Design rv_mem_loader, sky130hd; sources not shown.
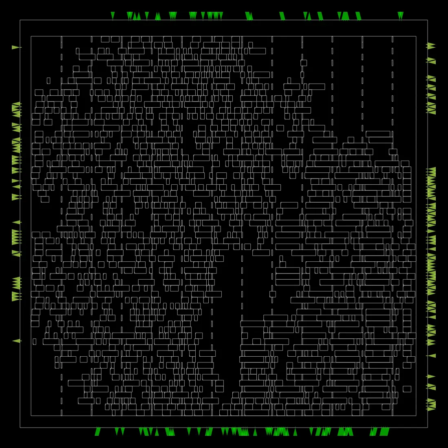
(images/final_placement.png)
fin cells: 1,659
fill count: 3,532
seq_cells: 208

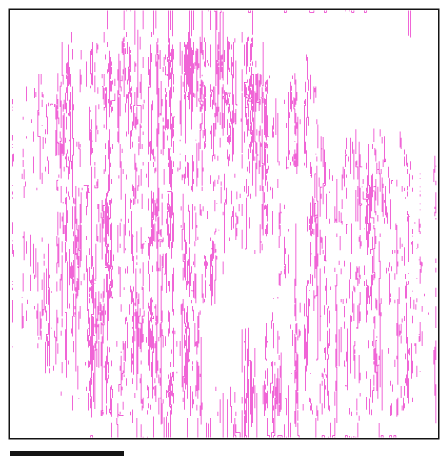
(images/met2.png)
Scale bar: 50 um.
The layer carries 12,400 um of wire. 1,152 nets have wire on it. The layer holds 45% of the routed length.
met2 GRT Util: 25.0%
routed vias: 8,350

==> impl_metrics.tcl <==
# flow metrics
set metrics [dict create \
    synthAoiAreaFrac_pct 11.3 \
    rows 64 \
    grt.overflow.total 0 \
    period_needed_ns 3.47 \
    cp.depth 7 \
    setup_ws_ns 0.534 \
    hpwl_um 18800 \
    dp_cells 1515 \
    top_logic_kind "simple AND/OR/NAND/NOR gates" \
    fin_util_pct 41.9 \
    worstPathArrival_ns 3.84 \
    p_comb_mw 1.79 \
    die_h_um 187 \
    numPortBuffers 140 \
    largest_reg_flops 96 \
    edf_count 96 \
    synth_top_area_share_pct 27.9 \
    diodes 2 \
    grt_usage_pct 15.6 \
    netSwitchingFraction_pct 33.7 \
    final_area_sq_um 12900 \
    hold_slack_ns 0.125 \
    n_all_inverters 34 \
    critPathMaxStageDelay_ns 0.69 \
    max_freq_ghz 0.288 \
    slew_headroom_pct 33.2 \
    start_kind "register" \
    clkPwrFrac_pct 30.4 \
    outcome "complete, no violations" \
    first_pass_iters 4 \
    setup-violations-final 0 \
    synthTopCellsByCount "nor2_1, dfxtp_1, edfxtp_1, a21oi_1, nand2_1" \
    largest_cell_class "sequential cells" \
    logic_area_sq_um 4520 \
    comb.multi_input.count 716 \
    layout_top_cell "nor2_1" \
    dieArea_sq_um 35000 \
    syn_avg_cell_area_sq_um 9.74 \
    drive_above_1_share_pct 10.5 \
    ys_area_sq_um 10300 \
    clkTransAtPathRegs_ns 0.07 \
    cts.sink_count 208 \
    cts_tree "built" \
    dp_slack_ns 0.196 \
    holdPathStages 3 \
    tightest_slew_ns 0.999 \
    grt.busiest_layer "met2" \
    hp-class "in2reg" \
    h-tree-depth 2 \
    synthFlopType "dfxtp_1" \
    slew_violations 0 \
    ys_sh_simple_pct 18.1 \
    crit_chain "or4_1, nor4b_4, a31oi_2, a2111oi_4, o211ai_4, or4_1, a21oi_1" \
    drv_cap 0 \
    cp_common_cell "or4_1" \
    drcViolationCount 0 \
    grt_max_degree 66 \
    place.gp.congestion 0.799 \
    postCtsSetupBuffers 0 \
    powerClk_mw 1.87 \
    p_int_mw 4.07 \
    synth_flops 208 \
    grt_pass1_wl_um 45800 \
    die_x_um 187 \
    finalCritPeriodShare_pct 86.7 \
    path_delay_family "simple AND/OR/NAND/NOR gates" \
    ctsLongestPathBuffers 3 \
    cp-end-kind "register" \
    powerSeq_mw 2.48 \
    use_met1_pct 20.8 \
    syn_area_sq_um 10300 \
    core_area_sq_um 30700 \
    n_clock_buffer 81 \
    ys_sh_adder_pct 2.61 \
    fp_util_pct 33.6 \
    final-hold-violation-count 0 \
    drtIter0Drc 377 \
    taps 396 \
    sh_seq_area_pct 39.8 \
    comb_area_share_pct 35.0 \
    reg2regPathDepth 7 \
    reg2reg_slack_ns 0.53 \
    synthToLayoutAreaGrowth_pct 24.8 \
    combPwrFrac_pct 29.2 \
    post_drt_wl_per_cell_um 16.7 \
    top_area_cell "edfxtp_1" \
    layout.nets 1342 \
    drt_wl_total_um 27600 \
    non_clock_buffer_count 196 \
    xor_share_pct 7.33 \
    final_layout_top_logic_cells "nor2_1, clkdlybuf4s50_1, dfxtp_1" \
    finalPower_mw 6.14 \
    via_per_inst 5.03 \
    setup_tns_ns 0 \
    p_leak_nw 4.58 \
    critPathBufInv 0 \
    async_reset_ff_share_pct 0 \
    ys_seq_share_pct 49.6 \
    p_per_area_nw_per_um2 476 \
    ys_warn_count 0 \
    ys_cells 1061 \
    topCellsByArea "edfxtp_1, dfxtp_1, nor2_1" \
    worstPathRequired_ns 4.37 \
    tool_warnings 31 \
    cts_root_buffer "clkbuf_4" \
    rsz0062_at_grt "no" \
    nonClkBufAreaFrac_pct 14.8 \
    clk_share_pct 5.59 \
    top_power_group "registers" \
    placed_area_sq_um 11800 \
]
-- layer usage --
| metal | routed length, um | share of wire [%] | up-vias |
|---|---|---|---|
| met5 | 0 | 0 | - |
| met4 | 635 | 2.3 | 0 |
| met3 | 1390 | 5.0 | 52 |
| met2 | 12400 | 45 | 198 |
| met1 | 13200 | 48 | 4028 |
| li1 | - | - | 4072 |
-- cells by family (layout without fill, tap and decap cells) --
kind of cell,count (synthesis),count (layout)
adder cells (fa/ha/maj),21,21
buffers and inverters,138,337
AND/OR/NAND/NOR,385,385
other,1,4
flip-flops,208,208
XOR/XNOR,85,85
multiplexers,42,42
AND-OR/OR-AND,181,181
-- timing repair --
action / in CTS / in global routing
resized: 0 / 0
hold endpoints to repair: 71 / 2
hold buffers: 34 / 1
